==> src/rtl/usb_frame_rx.sv <==
// USB receive-path frame parser: SOF, LEN, payload, optional CHK byte, with timeout.
// Define USB_FRAME_CHK_EN to compile in the trailing XOR checksum byte and its CHK state.
module usb_frame_rx #(
  parameter logic [7:0] SOF         = 8'hA5,
  parameter int         TIMEOUT_CYC = 1024
) (
  input  logic        clk,
  input  logic        rst,
  input  logic        itvalid,
  output logic        itready,
  input  logic [7:0]  itdata,
  output logic        otvalid,
  input  logic        otready,
  output logic [7:0]  otdata,
  output logic        otlast,
  output logic        frame_ok,
  output logic        frame_err,
  output logic [1:0]  err_code,
  output logic [15:0] frame_cnt,
  output logic [15:0] err_cnt
);

`ifdef USB_FRAME_CHK_EN
  typedef enum logic [1:0] {HUNT, LEN, PAYLOAD, CHK} state_t;
  logic [7:0] chk_q, chk_d;
`else
  typedef enum logic [1:0] {HUNT, LEN, PAYLOAD} state_t;
`endif

  localparam logic [15:0] TMO_LIM = 16'(TIMEOUT_CYC);

  state_t      state_q, state_d;
  logic [7:0]  cnt_q, cnt_d;
  logic [15:0] tmo_q, tmo_d, tmo_inc;
  logic        otvalid_q, otvalid_d, otlast_q, otlast_d;
  logic [7:0]  otdata_q, otdata_d;
  logic        ok_q, ok_d, err_q, err_d;
  logic [1:0]  code_q, code_d;
  logic [15:0] fcnt_q, fcnt_d, ecnt_q, ecnt_d;
  logic        accept, timeout;

  assign itready   = (state_q == PAYLOAD) ? (~otvalid_q | otready) : 1'b1;
  assign accept    = itvalid & itready;
  assign tmo_inc   = tmo_q + 16'd1;
  assign timeout   = (state_q != HUNT) && !itvalid && (tmo_inc == TMO_LIM);

  assign otvalid   = otvalid_q;
  assign otdata    = otdata_q;
  assign otlast    = otlast_q;
  assign frame_ok  = ok_q;
  assign frame_err = err_q;
  assign err_code  = code_q;
  assign frame_cnt = fcnt_q;
  assign err_cnt   = ecnt_q;

  always_comb begin
    state_d   = state_q;
    cnt_d     = cnt_q;
    otvalid_d = otvalid_q;
    otdata_d  = otdata_q;
    otlast_d  = otlast_q;
    ok_d      = 1'b0;
    err_d     = 1'b0;
    code_d    = 2'b00;
`ifdef USB_FRAME_CHK_EN
    chk_d     = chk_q;
`endif
    if (otvalid_q && otready) begin
      otvalid_d = 1'b0;
      otlast_d  = 1'b0;
    end
    // Any presented byte (accepted or backpressured) restarts the idle count.
    if (state_q == HUNT || itvalid) tmo_d = 16'd0;
    else                            tmo_d = tmo_inc;

    case (state_q)
      HUNT: if (accept && itdata == SOF) state_d = LEN;
      LEN: if (accept) begin
        if (itdata == 8'd0) begin
          err_d   = 1'b1;
          code_d  = 2'b01;
          state_d = HUNT;
        end else begin
          cnt_d   = itdata;
`ifdef USB_FRAME_CHK_EN
          chk_d   = itdata;
`endif
          state_d = PAYLOAD;
        end
      end
      PAYLOAD: if (accept) begin
        otvalid_d = 1'b1;
        otdata_d  = itdata;
        otlast_d  = (cnt_q == 8'd1);
        cnt_d     = cnt_q - 8'd1;
`ifdef USB_FRAME_CHK_EN
        chk_d     = chk_q ^ itdata;
        if (cnt_q == 8'd1) state_d = CHK;
`else
        if (cnt_q == 8'd1) begin
          ok_d    = 1'b1;
          state_d = HUNT;
        end
`endif
      end
`ifdef USB_FRAME_CHK_EN
      CHK: if (accept) begin
        if (itdata == chk_q) ok_d = 1'b1;
        else begin
          err_d  = 1'b1;
          code_d = 2'b10;
        end
        state_d = HUNT;
      end
`endif
      default: state_d = HUNT;
    endcase

    if (timeout) begin
      err_d   = 1'b1;
      code_d  = 2'b11;
      state_d = HUNT;
      tmo_d   = 16'd0;
    end

    fcnt_d = fcnt_q + {15'd0, ok_d};
    ecnt_d = (err_d && ecnt_q != 16'hFFFF) ? ecnt_q + 16'd1 : ecnt_q;
  end

  always_ff @(posedge clk or posedge rst) begin
    if (rst) begin
      state_q   <= HUNT;
      cnt_q     <= 8'd0;
      tmo_q     <= 16'd0;
      otvalid_q <= 1'b0;
      otdata_q  <= 8'd0;
      otlast_q  <= 1'b0;
      ok_q      <= 1'b0;
      err_q     <= 1'b0;
      code_q    <= 2'b00;
      fcnt_q    <= 16'd0;
      ecnt_q    <= 16'd0;
`ifdef USB_FRAME_CHK_EN
      chk_q     <= 8'd0;
`endif
    end else begin
      state_q   <= state_d;
      cnt_q     <= cnt_d;
      tmo_q     <= tmo_d;
      otvalid_q <= otvalid_d;
      otdata_q  <= otdata_d;
      otlast_q  <= otlast_d;
      ok_q      <= ok_d;
      err_q     <= err_d;
      code_q    <= code_d;
      fcnt_q    <= fcnt_d;
      ecnt_q    <= ecnt_d;
`ifdef USB_FRAME_CHK_EN
      chk_q     <= chk_d;
`endif
    end
  end

endmodule

==> config.mk <==
export PLATFORM = sky130hd
export DESIGN_NAME = usb_frame_rx
export DESIGN_NICKNAME = d
export VERILOG_FILES = /design/src/rtl/usb_frame_rx.sv
export SDC_FILE = /design/constraint.sdc
export NUM_CORES = 1
export LEC_CHECK = 0
export ABC_AREA = 0
export CORE_AREA = 2 2 85 87
export DETAILED_ROUTE_END_ITERATION = 8
export DIE_AREA = 0 0 87 89
export PLACE_DENSITY = 0.85
export SLEW_MARGIN = 20
export SYNTH_ARGS = -nofsm -noshare
export SYNTH_HDL_FRONTEND = slang
export SYNTH_SLANG_ARGS = --single-unit
==> constraint.sdc <==
create_clock -name clk -period 3.1 [get_ports clk]
set_input_delay 0.62 -clock clk [delete_from_list [all_inputs] [get_ports clk]]
set_output_delay 0.62 -clock clk [all_outputs]
set_load 0.02 [all_outputs]
Fig. 1: run 1, wire density map
17 x 18 tiles, from white (low) to dark blue (high), scaled to the fullest tile. Values are wire area over tile area, all layers added.
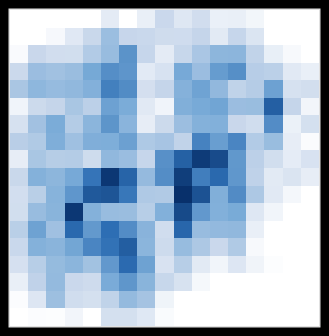
tiles over half the peak: 19%
nearly empty tiles: 18%
densest ninth of the die: centre
total global-route track usage: 21.9%
overall routed net length: 7670 um
wire per inst: 15.5 um
total via count after detailed routing: 2838

Fig. 2: run 1, metal layers overlaid
Bar = 20 um. Two of the layers only.
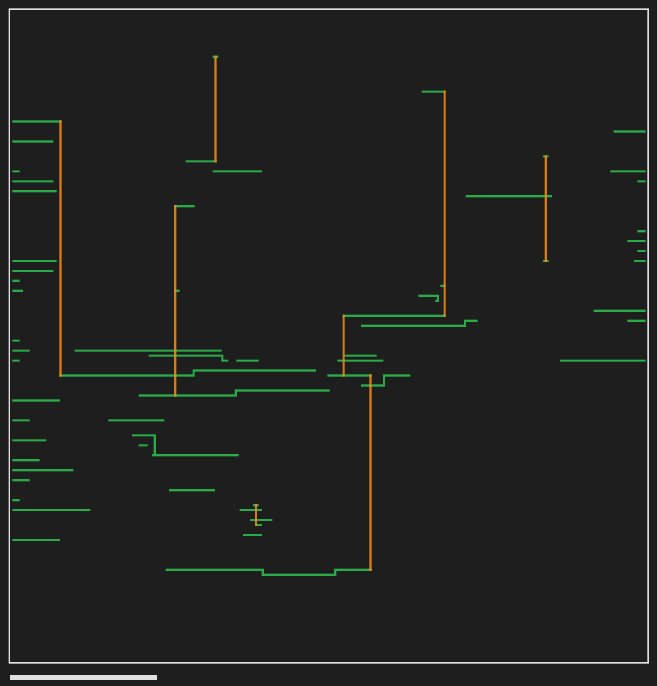
| layer | colour | wire length |
|---|---|---|
| metal 4 | orange | 157 um |
| metal 3 | green | 369 um |

==> GITHUB_STEP_SUMMARY, run 1 <==
### Yosys + OpenROAD results

| Metric | Value |
|---|---|
| Effective utilization at floorplan | `52.7%` |
| Yosys stat cell total | `343` |
| Flip-flop and latch count after synthesis | `71` |
| Number of detailed-route iterations in the first pass | `5` |
| Total standard cell area after synthesis | `between 3000 and 4000 sq um` |
| Post-route setup slack | `0.487 ns` |
| Cell leakage power | `1.92 nW` |
| Finished Layout Cells | `approximately 500` |
| Critical Path Sink | `err_cnt[13]` |
| Post-Place Worst Slack | `about 0.11 ns` |
| Dominant combinational family | `simple AND/OR/NAND/NOR gates` |
| CTS Buf Count | `9` |
| CTS tree | `built` |
| Origin of the worst min-delay path | `tmo_q[0]` |
| P&R area growth vs syn | `25.9%` |
| Slew margin rel. | `63.2%` |
| Die outline height | `89 um` |
| Number of pins exceeding their max-slew limit in the final report | `0` |
| Adder-cell area share of the yosys netlist | `2.12%` |
| Antenna Cells | `0` |
| Latency at later pin | `approximately 0.36 ns` |
| Max Clock Skew | `~0.014 ns` |
| Count leader, synth | `sky130_fd_sc_hd__dfrtp_1` |
| Worst hold path type | `reg2reg` |
| Cell types with the highest counts after synthesis | `sky130_fd_sc_hd__dfrtp_1 (71), sky130_fd_sc_hd__nor2_1 (42), sky130_fd_sc_hd__nand2_1 (25)` |
| Largest voltage drop on the vdd net | `0.529 mV` |
| Number of setup buffers added after CTS | `0` |
| Slew of the pin with the lowest slew margin | `0.552 ns` |
| Required time of the critical path | `3.39 ns` |
| Mux frac, synth | `3.50%` |
| Iter 0 DRT Violations | `144` |
| Number of distinct standard cells referenced by the synthesized netlist | `56` |
| Layout cell share with drive strength beyond 1 | `11.1%` |
| Count of filler cells inserted in the layout | `513` |
| Worst stage delay on the critical path | `0.43 ns` |
| Final number of setup-violating endpoints | `0` |
| Worst R2R Start | `tmo_q[0]` |
| Result of the run | `finished, final reports clean` |
| Initial antenna violation count | `0` |
| Hold buffer count at CTS | `0` |
| Worst Hold Path Cells | `1` |
| CP Buf/Inv Count | `1` |
| Total Negative Setup Slacks | `0 ns` |
| Number of gates resized after cts | `0` |
| Worst Hold Path EP | `tmo_q[0]` |
| Crit path capture type | `flop` |
| Highest metal layer with signal wires | `met4` |
| Post-synth EDFFs | `0` |
| Global routing usage on met3 | `5.08%` |
| Total tool warning count | `27` |
| Instance count after placement with tap cells included | `481` |
| Final Net Count | `around 430` |
| Critical Setup Path Class | `reg2reg` |
| Core region area | `6720 sq um` |
| Arr. time, crit path | `2.90 ns` |
| Maximum level of the CTS H-tree | `3` |
| Via count of the first global-routing pass | `between 2k and 3k` |
| Total nets after synthesis | `361` |
| Wire length of the first global-routing pass | `~13000 um` |
| Syn. warnings | `0` |
| Total power per unit cell area | `between 500 and 600 nW/um^2` |
| Routing usage on met2 | `roughly a third` |
| Chip Footprint | `7740 sq um` |
| Buffer depth of the longest clock path | `2` |
| Post-synthesis simple-gate area fraction | `21.6%` |
| Synth Area per Inst | `between 10 and 15 sq um` |
| PnR Total Power | `2.58 mW` |
| Flip-flop cell with the highest count after synthesis | `sky130_fd_sc_hd__dfrtp_1` |
| Buffer type at the clock tree root | `sky130_fd_sc_hd__clkbuf_8` |
| Crit path from | `tmo_q[0]` |
| Setup repair after global routing missed its margin | `false` |
| Largest net degree at the start of global routing | `72` |
| Sink count of the clock tree | `71` |
| Post-detailed-route DRC marker count | `0` |
| Peak Freq | `383 MHz` |
| Logic depth of the worst register-to-register path | `9` |
| Most crowded layer after global routing | `met2` |
| Capture point of the worst reg-to-reg path | `err_cnt[13]` |
Fig. 3: run 1, metal 1
Bar = 20 um.
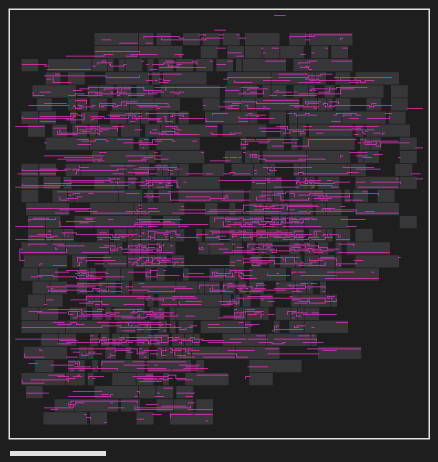
main direction: horizontal
share of all routed wire: 45%
nets with wire on the layer: 385
met1 demand-to-capacity share in global routing: 28.8%

-- run 1: cell type report --
cell class / count / share of cell area [%]
well taps: 80 / 2.24
clock buffers: 10 / 2.86
flip-flops and latches: 71 / 39.8
repair buffers: 66 / 14.6
multi-input cells: 253 / 37.6
inverters: 11 / 0.926
clock inverters: 5 / 1.85
-- run 1: placed cells by master, fill, tap and decap left out, drive strengths merged, types with 11 or more instances in the layout --
cell type / netlist / routed
nor3: 18 / 18
a21oi: 11 / 11
inv: 11 / 12
mux2: 11 / 11
clkdlybuf4s50: 0 / 58
dfrtp: 71 / 71
nand3: 21 / 21
xnor2: 21 / 21
xor2: 19 / 19
nand2: 25 / 25
nor2: 42 / 42
-- run 1: where the power goes --
group	switching, mW	internal, mW
clock	0.354	0.452
sequential	0.101	1.05
combinational	0.341	0.286
total	0.795	1.79
Fig. 4: run 1, track usage over the die
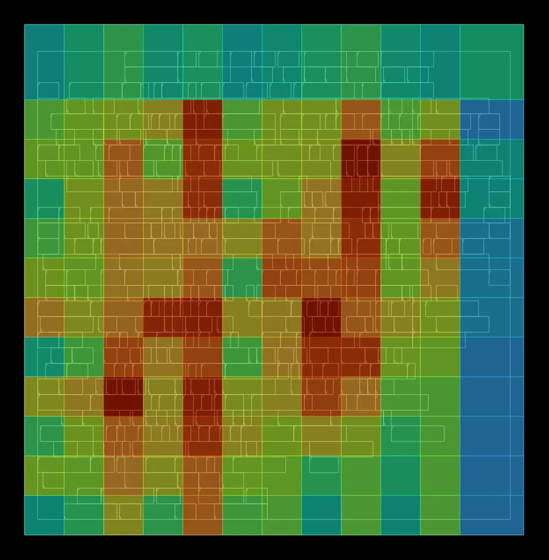

==> inputs of run 2 (changes only) <==
clock period = 2.5 ns   (was 3.1 ns; I/O delays follow)
Fig. 5: run 2, track usage over the die
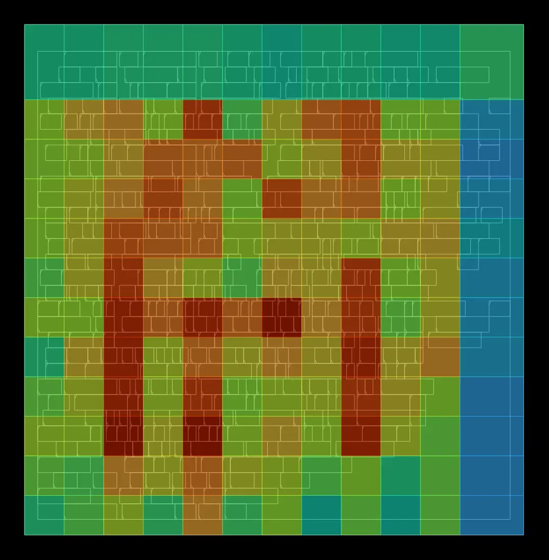
global routing usage on met3: 5.17%
final core utilization: 71.5%
total global-route track usage: 22.8%
met1 demand-to-capacity share in global routing: 29.1%
routing usage on met2: 37.5%

==> GITHUB_STEP_SUMMARY, run 2 <==
### Yosys + OpenROAD results

| Metric | Value |
|---|---|
| Highest metal layer with signal wires | `met4` |
| Most crowded layer after global routing | `met2` |
| Origin of the worst min-delay path | `frame_cnt[15]` |
| Overall routed net length | `8400 um (+9.5%)` |
| Largest voltage drop on the vdd net | `0.559 mV (+5.6%)` |
| Synth Area per Inst | `10.3 sq um (unchanged)` |
| Sink count of the clock tree | `71 (unchanged)` |
| Dominant combinational family | `simple AND/OR/NAND/NOR gates` |
| Wire per inst | `15.9 um (+2.6%)` |
| Worst R2R Start | `tmo_q[0]` |
| Post-Place Worst Slack | `-0.217 ns (-0.323 ns)` |
| Adder-cell area share of the yosys netlist | `2.12% (unchanged)` |
| CP Buf/Inv Count | `1 (unchanged)` |
| Worst Hold Path EP | `frame_cnt[15]` |
| Cell leakage power | `2.10 nW (+9.3%)` |
| Result of the run | `finished, final reports clean` |
| Mux frac, synth | `3.50% (unchanged)` |
| Core region area | `6720 sq um (unchanged)` |
| Total Negative Setup Slacks | `0 ns (unchanged)` |
| Layout cell share with drive strength beyond 1 | `20.7% (+9.7 points)` |
| Slew margin rel. | `70.9% (+7.7 points)` |
| Worst stage delay on the critical path | `0.39 ns (-0.04 ns)` |
| Top logic cell by instance count in the layout | `sky130_fd_sc_hd__dfrtp_1` |
| Yosys stat cell total | `343 (unchanged)` |
| Post-synth EDFFs | `0 (unchanged)` |
| Wire length of the first global-routing pass | `13800 um (+5.6%)` |
| Total via count after detailed routing | `3022 (+6.5%)` |
| Number of clock-tree buffers in the layout | `10 (unchanged)` |
| Hold buffer count at CTS | `0 (unchanged)` |
| Tap cells | `80 (unchanged)` |
| Total standard cell area after synthesis | `3540 sq um (unchanged)` |
| Post-route setup slack | `0.0944 ns (-0.392 ns)` |
| Instance count after placement with tap cells included | `512 (+6.4%)` |
| Largest net degree at the start of global routing | `72 (unchanged)` |
| CTS tree | `built` |
| Max Clock Skew | `0.0138 ns (+0.0000296 ns)` |
| Crit path capture type | `flop` |
| Antenna Cells | `0 (unchanged)` |
| Highest-count cells in the layout ignoring fill and taps | `sky130_fd_sc_hd__dfrtp_1 (71), sky130_fd_sc_hd__clkdlybuf4s50_1 (58), sky130_fd_sc_hd__nor2_1 (40)` |
| CTS Buf Count | `9 (unchanged)` |
| Syn. warnings | `0 (unchanged)` |
| Post-detailed-route DRC marker count | `0 (unchanged)` |
| Buffer type at the clock tree root | `sky130_fd_sc_hd__clkbuf_8` |
| Total power per unit cell area | `695 nW/um^2 (+20%)` |
| Iter 0 DRT Violations | `160 (+11%)` |
| Non-clock inverter total of the final layout | `11 (unchanged)` |
| Finished Layout Cells | `529 (+6.7%)` |
| Multi-Input Combinational | `253 (unchanged)` |
| Critical Setup Path Class | `reg2reg` |
| Layout buffering overhead excluding clock cells | `18.7% (+4.0 points)` |
| PnR Total Power | `3.34 mW (+29%)` |
| Count of filler cells inserted in the layout | `463 (-9.7%)` |
| Worst Hold Path Cells | `1 (unchanged)` |
| Number of gates resized after cts | `2 (+2)` |
| Total nets after synthesis | `361 (unchanged)` |
| Final Net Count | `462 (+7.4%)` |
| Slew of the pin with the lowest slew margin | `0.436 ns (-0.116 ns)` |
| Arr. time, crit path | `2.64 ns (-0.26 ns)` |
| Post-synthesis simple-gate area fraction | `21.6% (unchanged)` |
| Number of setup buffers added after CTS | `0 (unchanged)` |
| Via count of the first global-routing pass | `2988 (+4.4%)` |
-- run 2: worst reg2reg max path, stage by stage (launching register included) --
cell and delay (ns):
sky130_fd_sc_hd__dfrtp_1 0.39, sky130_fd_sc_hd__ha_2 0.23, sky130_fd_sc_hd__nand4_1 0.14, sky130_fd_sc_hd__a311o_1 0.37
sky130_fd_sc_hd__a32oi_2 0.30, sky130_fd_sc_hd__a211oi_2 0.11, sky130_fd_sc_hd__a31oi_1 0.21, sky130_fd_sc_hd__buf_6 0.20
sky130_fd_sc_hd__mux2_1 0.33
-- run 2: power breakdown --
group / leakage, nW / internal, mW / switching (mW)
registers: 0.949 / 1.30 / 0.131
logic: 1.04 / 0.407 / 0.442
clock network: 0.109 / 0.594 / 0.465
Power is estimated from default activity; no workload was simulated.
